File: src/rtl/button_conditioner_if.sv
// Pin-side and strobe-side signals of the button conditioner.
// The slave side is the conditioner itself; the master side drives the pins
// and consumes the strobes.
interface button_conditioner_if #(
  parameter int CHANNELS = 4
);
  logic [CHANNELS-1:0] raw_i;
  logic [CHANNELS-1:0] level_o;
  logic [CHANNELS-1:0] press_o;
  logic [CHANNELS-1:0] release_o;
  logic [CHANNELS-1:0] long_press_o;
  logic [CHANNELS-1:0] repeat_o;
  logic                sys_reset_o;

  modport master (
    output raw_i,
    input  level_o, press_o, release_o, long_press_o, repeat_o, sys_reset_o
  );

  modport slave (
    input  raw_i,
    output level_o, press_o, release_o, long_press_o, repeat_o, sys_reset_o
  );
endinterface

File: src/rtl/button_conditioner.sv
// Multi-channel push-button front end: 2-FF synchroniser, debounce counter,
// press/release/long-press/auto-repeat strobes and a stretched system reset
// driven by power-on and by a long press on RESET_CH.
module button_conditioner #(
  parameter int          CHANNELS      = 4,
  parameter bit          ACTIVE_LOW    = 1'b1,
  parameter logic [15:0] DEBOUNCE      = 16'h0fff,
  parameter logic [23:0] LONG_CYCLES   = 24'd4_000_000,
  parameter logic [23:0] REPEAT_CYCLES = 24'd1_000_000,
  parameter int          RESET_CH      = 0,
  parameter logic [15:0] RESET_STRETCH = 16'h0fff
) (
  input logic                 clk,
  input logic                 rst,
  button_conditioner_if.slave bus
);

  localparam int             DW      = $clog2(DEBOUNCE) + 1;
  localparam logic [DW-1:0]  DB_LAST = DW'(DEBOUNCE - 16'd1);
  localparam logic [23:0]    HOLD_MAX = 24'hff_ffff;

  logic [CHANNELS-1:0] level_vec;
  logic [CHANNELS-1:0] press_vec;
  logic [CHANNELS-1:0] release_vec;
  logic [CHANNELS-1:0] long_vec;
  logic [CHANNELS-1:0] repeat_vec;

  for (genvar gi = 0; gi < CHANNELS; gi++) begin : g_ch
    logic          p;
    logic          s1_q, s2_q;
    logic          level_q, level_d;
    logic [DW-1:0] cnt_q, cnt_d;
    logic [23:0]   hold_q, hold_d;
    logic [23:0]   rep_q, rep_d, rep_inc;
    logic          press_q, press_d;
    logic          release_q, release_d;
    logic          long_q, long_d;
    logic          rpt_q, rpt_d;

    assign p       = ACTIVE_LOW ? ~bus.raw_i[gi] : bus.raw_i[gi];
    assign rep_inc = rep_q + 24'd1;

    // Debounce, hold and repeat next-state; hold/repeat follow the level being
    // registered this edge so the press cycle already counts as hold = 1.
    always_comb begin
      level_d   = level_q;
      cnt_d     = cnt_q;
      press_d   = 1'b0;
      release_d = 1'b0;
      if (s2_q == level_q) begin
        cnt_d = '0;
      end else if (cnt_q == DB_LAST) begin
        level_d   = s2_q;
        cnt_d     = '0;
        press_d   = s2_q;
        release_d = ~s2_q;
      end else begin
        cnt_d = cnt_q + 1'b1;
      end

      if (!level_d)              hold_d = '0;
      else if (hold_q == HOLD_MAX) hold_d = hold_q;
      else                       hold_d = hold_q + 24'd1;

      long_d = level_d && (hold_d == LONG_CYCLES);

      // Repeat counting only runs once the long press has already fired;
      // in the long-press cycle itself rep is cleared.
      rep_d = '0;
      rpt_d = 1'b0;
      if (level_d && (hold_q >= LONG_CYCLES) && (REPEAT_CYCLES != 24'd0)) begin
        if (rep_inc == REPEAT_CYCLES) begin
          rpt_d = 1'b1;
          rep_d = '0;
        end else begin
          rep_d = rep_inc;
        end
      end
    end

    // Per-channel state and registered strobes.
    always_ff @(posedge clk or posedge rst) begin
      if (rst) begin
        s1_q      <= 1'b0;
        s2_q      <= 1'b0;
        level_q   <= 1'b0;
        cnt_q     <= '0;
        hold_q    <= '0;
        rep_q     <= '0;
        press_q   <= 1'b0;
        release_q <= 1'b0;
        long_q    <= 1'b0;
        rpt_q     <= 1'b0;
      end else begin
        s1_q      <= p;
        s2_q      <= s1_q;
        level_q   <= level_d;
        cnt_q     <= cnt_d;
        hold_q    <= hold_d;
        rep_q     <= rep_d;
        press_q   <= press_d;
        release_q <= release_d;
        long_q    <= long_d;
        rpt_q     <= rpt_d;
      end
    end

    assign level_vec[gi]   = level_q;
    assign press_vec[gi]   = press_q;
    assign release_vec[gi] = release_q;
    assign long_vec[gi]    = long_q;
    assign repeat_vec[gi]  = rpt_q;
  end

  typedef enum logic {ST_HOLD, ST_RUN} rst_state_e;

  rst_state_e  state_q;
  logic [15:0] stretch_q;
  logic        sys_reset_q;
  logic        reset_trig;

  assign reset_trig = long_vec[RESET_CH];

  // Reset stretcher: hold sys_reset for RESET_STRETCH cycles; a long press on
  // the reset channel (re)starts the pulse.
  always_ff @(posedge clk or posedge rst) begin
    if (rst) begin
      state_q     <= ST_HOLD;
      stretch_q   <= RESET_STRETCH - 16'd1;
      sys_reset_q <= 1'b1;
    end else begin
      case (state_q)
        ST_HOLD: begin
          if (reset_trig) begin
            stretch_q <= RESET_STRETCH - 16'd1;
          end else if (stretch_q == 16'd0) begin
            state_q     <= ST_RUN;
            sys_reset_q <= 1'b0;
          end else begin
            stretch_q <= stretch_q - 16'd1;
          end
        end
        ST_RUN: begin
          if (reset_trig) begin
            state_q     <= ST_HOLD;
            stretch_q   <= RESET_STRETCH - 16'd1;
            sys_reset_q <= 1'b1;
          end
        end
        default: begin
          state_q     <= ST_HOLD;
          stretch_q   <= RESET_STRETCH - 16'd1;
          sys_reset_q <= 1'b1;
        end
      endcase
    end
  end

  assign bus.level_o      = level_vec;
  assign bus.press_o      = press_vec;
  assign bus.release_o    = release_vec;
  assign bus.long_press_o = long_vec;
  assign bus.repeat_o     = repeat_vec;
  assign bus.sys_reset_o  = sys_reset_q;

endmodule

File: src/flat_wrapper.sv
// flat-port wrapper written by rule: the top's interface ports become plain ports
module button_conditioner_flat 
#(
  parameter int          CHANNELS      = 4,
  parameter bit          ACTIVE_LOW    = 1'b1,
  parameter logic [15:0] DEBOUNCE      = 16'h0fff,
  parameter logic [23:0] LONG_CYCLES   = 24'd4_000_000,
  parameter logic [23:0] REPEAT_CYCLES = 24'd1_000_000,
  parameter int          RESET_CH      = 0,
  parameter logic [15:0] RESET_STRETCH = 16'h0fff
)
  (clk, rst, bus_raw_i, bus_level_o, bus_press_o, bus_release_o, bus_long_press_o, bus_repeat_o, bus_sys_reset_o);
  button_conditioner_if #(.CHANNELS(CHANNELS)) bus_i ();
  input logic clk;
  input logic rst;
  input wire logic [$bits(bus_i.raw_i)-1:0] bus_raw_i;
  output wire logic [$bits(bus_i.level_o)-1:0] bus_level_o;
  output wire logic [$bits(bus_i.press_o)-1:0] bus_press_o;
  output wire logic [$bits(bus_i.release_o)-1:0] bus_release_o;
  output wire logic [$bits(bus_i.long_press_o)-1:0] bus_long_press_o;
  output wire logic [$bits(bus_i.repeat_o)-1:0] bus_repeat_o;
  output wire logic [$bits(bus_i.sys_reset_o)-1:0] bus_sys_reset_o;
  assign bus_i.raw_i = bus_raw_i;
  assign bus_level_o = bus_i.level_o;
  assign bus_press_o = bus_i.press_o;
  assign bus_release_o = bus_i.release_o;
  assign bus_long_press_o = bus_i.long_press_o;
  assign bus_repeat_o = bus_i.repeat_o;
  assign bus_sys_reset_o = bus_i.sys_reset_o;
  button_conditioner #(.CHANNELS(CHANNELS), .ACTIVE_LOW(ACTIVE_LOW), .DEBOUNCE(DEBOUNCE), .LONG_CYCLES(LONG_CYCLES), .REPEAT_CYCLES(REPEAT_CYCLES), .RESET_CH(RESET_CH), .RESET_STRETCH(RESET_STRETCH)) u_core (.clk(clk), .rst(rst), .bus(bus_i));
endmodule
File: config.mk
export PLATFORM = sky130hd
export DESIGN_NAME = button_conditioner_flat
export DESIGN_NICKNAME = d
export VERILOG_FILES = /design/src/rtl/button_conditioner_if.sv /design/src/rtl/button_conditioner.sv /design/src/flat_wrapper.sv
export SDC_FILE = /design/constraint.sdc
export NUM_CORES = 1
export LEC_CHECK = 0
export ABC_AREA = 0
export CAP_MARGIN = 20
export CORE_AREA = 4 4 193 195
export CTS_CLUSTER_DIAMETER = 200
export DETAILED_ROUTE_END_ITERATION = 10
export DIE_AREA = 0 0 197 199
export GPL_ROUTABILITY_DRIVEN = 0
export PLACE_DENSITY_LB_ADDON = 0.15
export SYNTH_ARGS = -nofsm -noshare
export SYNTH_HDL_FRONTEND = slang
export SYNTH_SLANG_ARGS = --single-unit
File: constraint.sdc
create_clock -name clk -period 18.11 [get_ports clk]
set_input_delay 4.5275 -clock clk [delete_from_list [all_inputs] [get_ports clk]]
set_output_delay 4.5275 -clock clk [all_outputs]
set_load 0.01 [all_outputs]
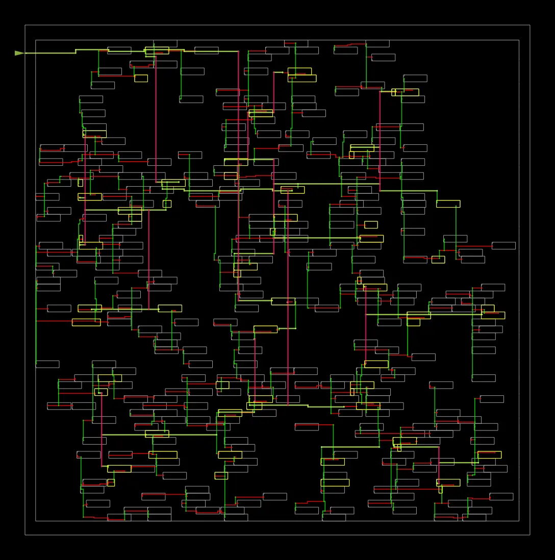
*Clock wiring as the flow saved it*
number of buffers added by the clock tree synthesis step: 35
count of clock tree sinks: 290
clock buf count: 52

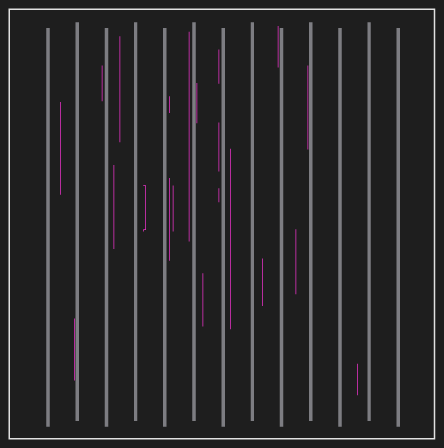
*Signal wires on met4*
Supply wires on this layer in gray.
The longest straight run is 97.2 um. The layer holds 2.0% of the routed length. The layer carries 657 um of wire. 13 nets have wire on it.
total length of routed wires: 32260 um
Vias: 11870

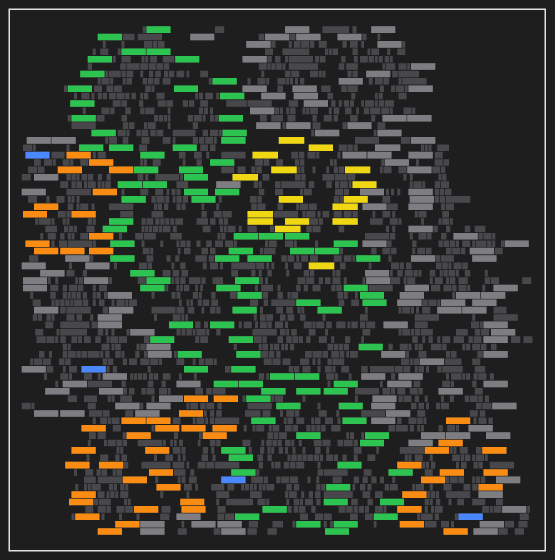
*Register map, names as in the netlist*
u_core.g_ch.level_q: marked blue, flops 4. u_core.g_ch.hold_q: marked green, flops 96. u_core.stretch_q: marked yellow, flops 16. u_core.g_ch.cnt_q: marked orange, flops 52.
Another 122 sequential cells are not colored.

==> run notes <==
Latest figures from synthesis and place and route.

Of the combinational cells, the family taking the most area is simple AND/OR/NAND/NOR gates. The detailed-route vias per instance is 5.392. The worst endpoint required time is 13.58 ns. The warning total across the stage logs is 41. The remaining design rule violation count is 0. The smallest clock period supported by the final layout is computed as 6.443 ns.

The number of setup buffers added after CTS is 0. The main flop type is sky130_fd_sc_hd__dfrtp_1. The floorplan step set the die width to 197 um.

The final max-slew violation count recorded for this run is 0. The arrival time of data at the worst endpoint is listed as 1.92 ns. In the detailed route, the total length drawn on met3 is 1037 um. Based on the critical path, the design can be clocked at up to 155.2 MHz. The measured slew at the worst slew-check pin is 1.033 ns. The largest registers in the layout are u_core.g_ch.hold_q x96, u_core.g_ch.rep_q x96, u_core.g_ch.cnt_q x52. The worst hold path terminates at u_core.g_ch[2].s2_q. The synthesis stats list as the most numerous cell sky130_fd_sc_hd__nor2_1. The run finished with clean final reports. The top-area cell type share of the netlist area is 43.87%. The max-slew check reports its worst relative slack as 31.11%. Along the worst path, the maximum fanout reaches 19. Summing all placed instances gives a cell area of 0.01642 mm2.

The die height is 199 um. The total of plain and repair buffers excluding clock buffers is 38. The top cell type in the final layout, fill and taps aside, is sky130_fd_sc_hd__nor2_1. In the global route stage, met3 resource usage came out at 2.659%.

The total design power is 1.411 mW. Registers are responsible for 46.4% of the overall power. Per the cell usage report, the commonest logic cells after layout are sky130_fd_sc_hd__nor2_1, sky130_fd_sc_hd__dfrtp_1, sky130_fd_sc_hd__xnor2_1, sky130_fd_sc_hd__nand2_1.

Setup slack on the critical path of the routed design comes to 11.67 ns. The number of cells on the worst hold path is 0. In the Yosys report, the sequential cells make up 45.86% of the chip area. The number of port buffers is 26. The fraction of registers with async set or reset after synthesis is 100.0%. OpenSTA lists the critical path endpoint as bus_long_press_o[0]. The switching portion of total power comes to 20.60%. The internal power component is 1.120 mW.

The mean post-synth cell area is 9.230 um2. The reg2reg setup slack is 14.61 ns. The fill cell instance count of the final layout is 3312. Combinational power for this build is 21.6 uW.

From synthesis to final layout, the design area changed by 11.69%. The type of the most critical hold path is register to register. The met1 wire length is 16030 um. The number of logic inverters in the finished layout is 55. The kind of end point of the critical path is an output pin. The endpoint identified for the worst register-to-register timing path is u_core.g_ch[3].long_q. The number of primary I/O pins is 27. The critical path depth in cells is 1. Sorting the synthesized cells by how often they occur yields sky130_fd_sc_hd__nor2_1, sky130_fd_sc_hd__dfrtp_1, sky130_fd_sc_hd__xnor2_1, sky130_fd_sc_hd__nand2_1. The mux cell area share after synthesis is 1.199%. The highest metal layer used by the detailed router is met4.

The critical path starts at u_core.g_ch[0].long_q. The number of global-route vias before repair is 11510. The count of flip-flops and latches is 290.

The depth of the CTS H-tree is 2. The nature of the critical path startpoint is a register. In the global route stage, met1 resource usage came out at 24.30%.

The effective utilization at floorplan is 44.80%. The met2 global-route usage is 26.20%. Summed over all routing layers, the global router reports a total usage of 16.69%. The standard cell with the maximum stage delay on the critical path is sky130_fd_sc_hd__clkdlybuf4s50_1. The critical path in this run is classified as register to output pin. The main area contributors are sky130_fd_sc_hd__dfrtp_1, sky130_fd_sc_hd__nor2_1, sky130_fd_sc_hd__xnor2_1, sky130_fd_sc_hd__xor2_1, sky130_fd_sc_hd__nand3_1.

The placeable core region is 0.03540 mm2. The final clock period utilization by the worst path is 35.58%. The script extracted a total leakage power of 6.819 nW. After routing, the total negative slack on setup checks comes to 0 ns.

The number of max-cap violations is 0. For the worst min-delay path, the startpoint reported by OpenROAD is u_core.g_ch[2].s1_q. In this design, the stage delay of the slowest critical-path cell is 0.73 ns.

The logic area is 0.008024 mm2. The detailed placer's ending HPWL is 21490 um. Row generation in the floorplan step produced 69 rows. The number of multi-input combinational cells in the layout is 1294. The final core area utilization is 50.04%.

The family of cells with the greatest summed delay on the critical path is buffers and inverters. For this floorplan the total number of well-tap instances is 461. Setup repair after global routing left no endpoint under its margin. Counting every instance in the synthesized netlist gives 1718. No sink is reached through more buffers than the 3 on the longest clock path. The cell area after layout is 0.01771 mm2. The registers of the reported paths see a clock transition of 0.06 ns. IR analysis of the VDD net gives a maximum drop of 0.00006716 V. After the flow finishes, the layout carries non-filler instances totaling 2201.
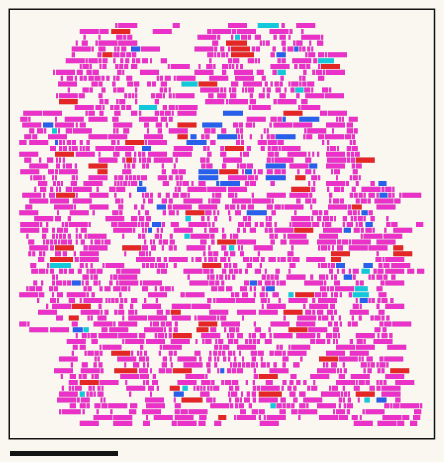
*Cell sizes after repair*
Bar = 50 um.
_3 and _4 cells: marked cyan, cells 21. _6 and larger: marked red, cells 55. _0 and _1 cells: marked magenta, cells 1620. _2 cells: marked blue, cells 44.

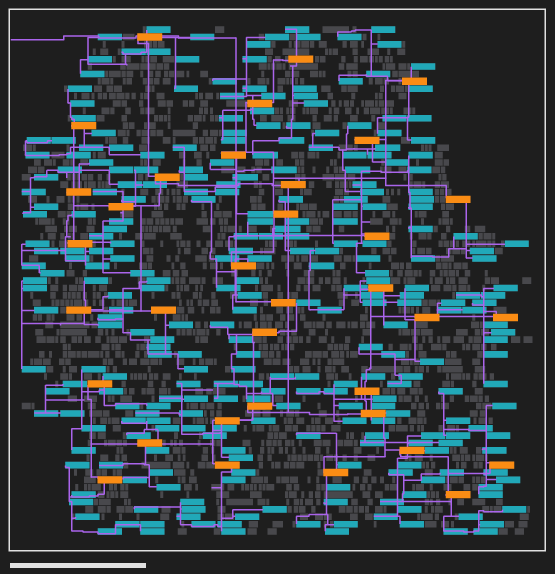
*Clock wires, drivers and flops*
Bar = 50 um.
clock drivers: marked orange, count 35. clock wires: marked purple, length 4010 um. flip-flops: marked cyan, count 290.
There are 36 routed clock nets.
insertion delay at the late pin of the worst-skew pair: 0.53 ns
share of power burned in the clock network: 52.0%
Clock Skews: 0.02688 ns

No activity file was given, so power comes from the tool's default toggle rates.
